Fig. 1: placement view
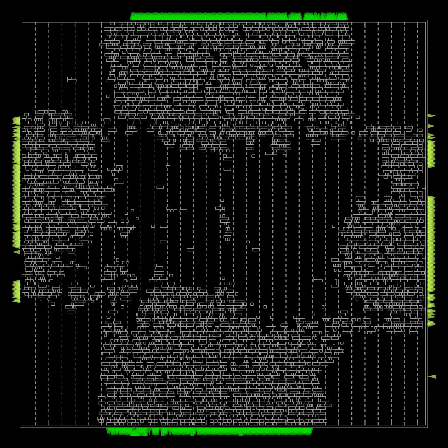
Fig. 2: routed metal per tile
21 x 21 tiles, from black (low) to pale yellow (high), scaled to the fullest tile. Values are wire area over tile area, all layers added.
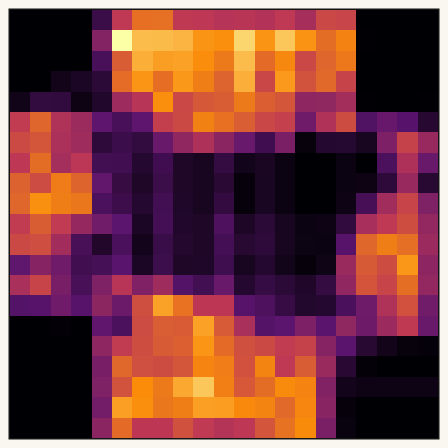
Fig. 3: port wiring
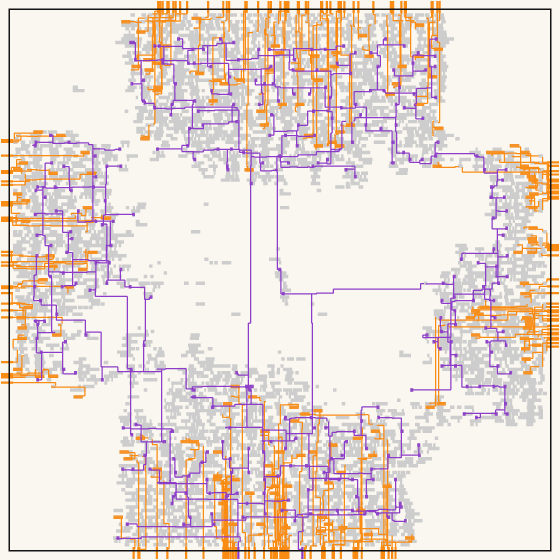
==> config.mk <==
export PLATFORM = sky130hd
export DESIGN_NAME = line_buffer_writer
export DESIGN_NICKNAME = d
export VERILOG_FILES = /design/src/rtl/gb_video_pkg.sv /design/src/rtl/shade_lut.sv /design/src/rtl/line_buffer_writer.sv
export SDC_FILE = /design/constraint.sdc
export NUM_CORES = 2
export LEC_CHECK = 0
export CAP_MARGIN = 20
export CORE_MARGIN = 2
export CORE_UTILIZATION = 25
export DETAILED_ROUTE_END_ITERATION = 16
export HOLD_SLACK_MARGIN = 0.12
export SLEW_MARGIN = 5
export SYNTH_ARGS = -nofsm -noshare
export SYNTH_HDL_FRONTEND = slang
export SYNTH_SLANG_ARGS = --single-unit
==> constraint.sdc <==
create_clock -name pixelClk -period 2.71 [get_ports pixelClk]
set_input_delay 0.4065 -clock pixelClk [delete_from_list [all_inputs] [get_ports pixelClk]]
set_output_delay 0.4065 -clock pixelClk [all_outputs]
set_load 0.01 [all_outputs]
==> src/rtl/gb_video_pkg.sv <==
// Shared Game Boy video constants: default LCD geometry, shade intensities,
// line writer FSM encoding and the shade-to-intensity helper.
package gb_video_pkg;

  localparam int LCD_WIDTH  = 160;
  localparam int LCD_HEIGHT = 144;

  // Shade 0 is the lightest Game Boy colour, shade 3 the darkest.
  localparam logic [3:0] INTENSITY_SHADE0 = 4'hF;
  localparam logic [3:0] INTENSITY_SHADE1 = 4'hA;
  localparam logic [3:0] INTENSITY_SHADE2 = 4'h5;
  localparam logic [3:0] INTENSITY_SHADE3 = 4'h0;

  typedef enum logic [1:0] {
    IDLE   = 2'd0,
    FILL   = 2'd1,
    COMMIT = 2'd2
  } line_writer_state_t;

  function automatic logic [3:0] shade_to_intensity(input logic [1:0] shade);
    logic [3:0] result;
    case (shade)
      2'd0:    result = INTENSITY_SHADE0;
      2'd1:    result = INTENSITY_SHADE1;
      2'd2:    result = INTENSITY_SHADE2;
      default: result = INTENSITY_SHADE3;
    endcase
    return result;
  endfunction

endpackage

==> src/rtl/shade_lut.sv <==
// Combinational shade-to-intensity lookup. With LINE_WRITER_PALETTE_EN the
// shade is first remapped through the BGP palette register.
module shade_lut
  import gb_video_pkg::*;
(
  input  logic [1:0] shade_i,
`ifdef LINE_WRITER_PALETTE_EN
  input  logic [7:0] bgp_i,
`endif
  output logic [3:0] intensity_o
);

  logic [1:0] eff_shade;

`ifdef LINE_WRITER_PALETTE_EN
  // BGP holds four 2-bit fields; field s gives the displayed shade for s.
  always_comb eff_shade = bgp_i[{shade_i, 1'b0} +: 2];
`else
  always_comb eff_shade = shade_i;
`endif

  always_comb intensity_o = shade_to_intensity(eff_shade);

endmodule

==> src/rtl/line_buffer_writer.sv <==
// Collects one PPU line of pixels into working bitplanes and commits them to
// the LineBuffer outputs with a one-cycle update pulse. Optional macro:
// LINE_WRITER_PALETTE_EN adds the bgp palette input.
module line_buffer_writer #(
  parameter int LCD_WIDTH  = gb_video_pkg::LCD_WIDTH,
  parameter int LCD_HEIGHT = gb_video_pkg::LCD_HEIGHT
) (
  input  logic                 pixelClk,
  input  logic                 reset,
  input  logic                 lineStart,
  input  logic [7:0]           lineLY,
  input  logic                 pixelValid,
  input  logic [1:0]           pixelShade,
`ifdef LINE_WRITER_PALETTE_EN
  input  logic [7:0]           bgp,
`endif
  output logic [LCD_WIDTH-1:0] LineBuffer0,
  output logic [LCD_WIDTH-1:0] LineBuffer1,
  output logic [LCD_WIDTH-1:0] LineBuffer2,
  output logic [LCD_WIDTH-1:0] LineBuffer3,
  output logic [7:0]           LY,
  output logic                 updateBufferSignal
);
  import gb_video_pkg::*;

  localparam int XW = (LCD_WIDTH > 1) ? $clog2(LCD_WIDTH) : 1;
  localparam logic [XW-1:0] X_LAST = XW'(LCD_WIDTH - 1);

  line_writer_state_t state_q, state_d;
  logic [XW-1:0]                 x_q, x_d;
  logic [7:0]                    pend_q, pend_d;
  logic [7:0]                    ly_q;
  logic                          upd_q;
  logic [3:0][LCD_WIDTH-1:0]     plane_q, plane_d;
  logic [3:0][LCD_WIDTH-1:0]     lb_q;
  logic [3:0]                    intensity;
  logic                          start_ok;
  logic                          accept;
  logic [XW-1:0]                 wr_idx;

  shade_lut u_shade_lut (
    .shade_i     (pixelShade),
`ifdef LINE_WRITER_PALETTE_EN
    .bgp_i       (bgp),
`endif
    .intensity_o (intensity)
  );

  always_comb begin
    state_d  = state_q;
    x_d      = x_q;
    pend_d   = pend_q;
    accept   = 1'b0;
    wr_idx   = x_q;
    start_ok = lineStart && (int'(lineLY) < LCD_HEIGHT);

    // lineStart is handled identically in every state: a FILL line is
    // abandoned, and the COMMIT cycle has already published its line.
    if (lineStart) begin
      if (start_ok) begin
        pend_d  = lineLY;
        state_d = FILL;
        x_d     = '0;
        wr_idx  = '0;
        accept  = pixelValid;
      end else begin
        state_d = IDLE;
      end
    end else if (state_q == FILL) begin
      accept = pixelValid;
    end else begin
      state_d = IDLE;
    end

    if (accept) begin
      if (wr_idx == X_LAST) begin
        state_d = COMMIT;
        x_d     = '0;
      end else begin
        x_d = wr_idx + XW'(1);
      end
    end
  end

  // Plane 0 carries intensity bit 3, plane 3 carries bit 0.
  always_comb begin
    plane_d = plane_q;
    if (accept) begin
      for (int k = 0; k < 4; k++) begin
        plane_d[k][wr_idx] = intensity[3-k];
      end
    end
  end

  always_ff @(posedge pixelClk) begin
    if (reset) begin
      state_q <= IDLE;
      x_q     <= '0;
      pend_q  <= '0;
      ly_q    <= '0;
      upd_q   <= 1'b0;
      plane_q <= '0;
      lb_q    <= '1;
    end else begin
      state_q <= state_d;
      x_q     <= x_d;
      pend_q  <= pend_d;
      plane_q <= plane_d;
      upd_q   <= (state_d == COMMIT);
      // Outputs load on the edge entering COMMIT so they are valid with the pulse.
      if (state_d == COMMIT) begin
        lb_q <= plane_d;
        ly_q <= pend_d;
      end
    end
  end

  assign LineBuffer0        = lb_q[0];
  assign LineBuffer1        = lb_q[1];
  assign LineBuffer2        = lb_q[2];
  assign LineBuffer3        = lb_q[3];
  assign LY                 = ly_q;
  assign updateBufferSignal = upd_q;

endmodule

==> run summary <==
Cells after synthesis = 4180
CTS H-tree depth = 4
Syn-to-layout area delta = 33.9%
Register Area = 26100 sq um
Ys flop type = dfxtp_1
Hold depth = 3
Mapped cell area = 44700 sq um
Outcome = finished, final reports clean
Worst r2r src = x_q[4]
Drt pass-1 iters = 5
Cell count in the Yosys report = 4180
Syn nets = 4195
Post-Syn Area per Cell = 10.7 sq um
Grt met2 use = 0.275
Met1 Resource Use GR = 0.188
Drt drc = 0
M1 WL = 62.0 mm
CORE AREA = 178000 sq um
Share of layout cells above drive strength 1 = 0.150
Tmin final = 2.53 ns
Top-area cell type share of the netlist area = 0.584
Worst path cell trace = buf_4 -> buf_4 -> and4bb_1 -> nand2_1 -> o21ai_0 -> a21oi_1
Met3 Usage GRT = 0.0330
GP Congestion = 0.793
Tool warnings = 36
Synth area leaders = dfxtp_1 58%, a21oi_1 7.4%, a2bb2oi_1 7.1%
Init Core Util = 0.251
Worst vdd ir = 0.000511 V
Netlist cell types = 57
Critical Path Slowest Stage Cell = dfxtp_1
Area leader, netlist = dfxtp_1
Min-delay worst type = primary input to flop
Initial antenna violation count = 6
Leak = 20.7 nW
Grt ovf = 0
Clk root buf = clkbuf_16
YS chip area = 44700 sq um
About Fig. 1:
final std cells w/o fill: 7278
Seq area share: 0.436
num tapcells: 2355

About Fig. 2:
The emptiest ninth of the die: center. 19% of the tiles are nearly empty. 34% of the tiles are over half the peak.

About Fig. 3:
Key: purple = pixelShade [bits 2, direction input, edge bottom, end cells 316, wire 7450 um]; orange = LineBuffer0 [bits 160, direction output, edge 49 bottom, 47 top, 36 right, 28 left, end cells 160, wire 10200 um]

-- sequential cells by signal, summed over array words and instances (netlist names) --
signal / cells
LY: 8
LineBuffer0: 160
LineBuffer1: 160
LineBuffer2: 160
LineBuffer3: 160
pend_q: 8
plane_q: 636
state_q: 2
updateBufferSignal: 1
x_q: 8
-- critical path, delay by kind of cell (launching register included) --
kind	cells	cell delay, ns
and+or+nand+nor	2	0.72
DFF	1	0.63
AOI/OAI and AO/OA	2	0.60
buffers and inverters	2	0.40
-- area by class of cell --
cell class / count / share of cell area
flip-flops and latches: 1303 / 0.436
repair buffers: 940 / 0.159
clock inverters: 46 / 0.0107
clock buffers: 201 / 0.0690
diodes: 4 / 0.000167
multi-input cells: 2426 / 0.276
well taps: 2355 / 0.0492
inverters: 3 / 0.000314
-- cells by family (layout without fill, tap and decap cells) --
logic type | count (synthesis) | after routing | synth area share
adders and majority gates | 1 | 1 | 0.000280
other | 0 | 4 | 0
AOI/OAI and AO/OA | 1940 | 1940 | 0.299
buffers and inverters | 451 | 1190 | 0.0508
xor gates and xnor gates | 5 | 5 | 0.000980
DFF | 1303 | 1303 | 0.584
muxes | 6 | 6 | 0.00134
and+or+nand+nor | 474 | 474 | 0.0645
-- how the worst max path moves through the flow --
| stage | from | to | slack [ns] | depth (start not counted) |
|---|---|---|---|---|
| after CTS | x_q[0] | plane_q[265] | 0.06 | 5 |
| after detailed placement | lineStart | LineBuffer3[44] | -0.58 | 11 |
| after floorplan | lineLY[6] | LineBuffer1[10] | 0.009 | 11 |
| after global placement | lineStart | LineBuffer3[46] | -0.59 | 11 |
| final | x_q[4] | plane_q[253] | 0.18 | 6 |
| after global routing | x_q[4] | LineBuffer1[130] | 0.01 | 7 |
-- Yosys cell counts (3+ instances only) --
library cell	n
a21oi_1	658
buf_6	10
and3_1	3
or3_1	306
nand2b_1	8
o21ai_0	633
nand4bb_1	5
o21bai_1	4
buf_2	112
nor2_1	22
a211oi_1	3
nor4_1	4
nand4b_1	3
a2bb2oi_1	363
nor3_1	5
xnor2_1	3
o22a_1	61
a2bb2oi_2	200
buf_12	22
and4bb_1	3
mux2i_1	6
nand2_1	58
dfxtp_1	1303
o31ai_1	4
nand3_1	18
clkbuf_1	296
nor4b_2	4
nor2b_1	5
nand4_1	6
buf_1	7
o21ai_1	6
nand3b_1	6
-- through the flow --
| stage | hold WS, ns | worst slack, ns | cell area (sq um) |
|---|---|---|---|
| 4_1_cts | 0.167 | 0.0568 | 59800 |
| 5_1_grt | 0.208 | 0.0107 | 59800 |
| 3_3_place_gp | 0.431 | -0.594 | 55000 |
| 2_1_floorplan | 0.423 | 0.00916 | 44700 |
| 6_report | 0.241 | 0.184 | 59800 |
| 3_5_place_dp | 0.435 | -0.580 | 55000 |
-- report_power, final --
| part | leakage (nW) | switching (mW) | internal, mW |
|---|---|---|---|
| Sequential | 10.5 | 0.00390 | 19.2 |
| Clock | 2.32 | 8.13 | 11.5 |
| Combinational | 7.86 | 0.600 | 0.359 |
| Total | 20.7 | 8.73 | 31.1 |
-- what timing repair did --
action / 4_1_cts / 5_1_grt
hold buffers: 1 / 0
resized: 1 / 2
endpoints found under the hold margin: 27 / 0
setup endpoints to repair: 17 / 7
Power and IR drop assume default switching activity.
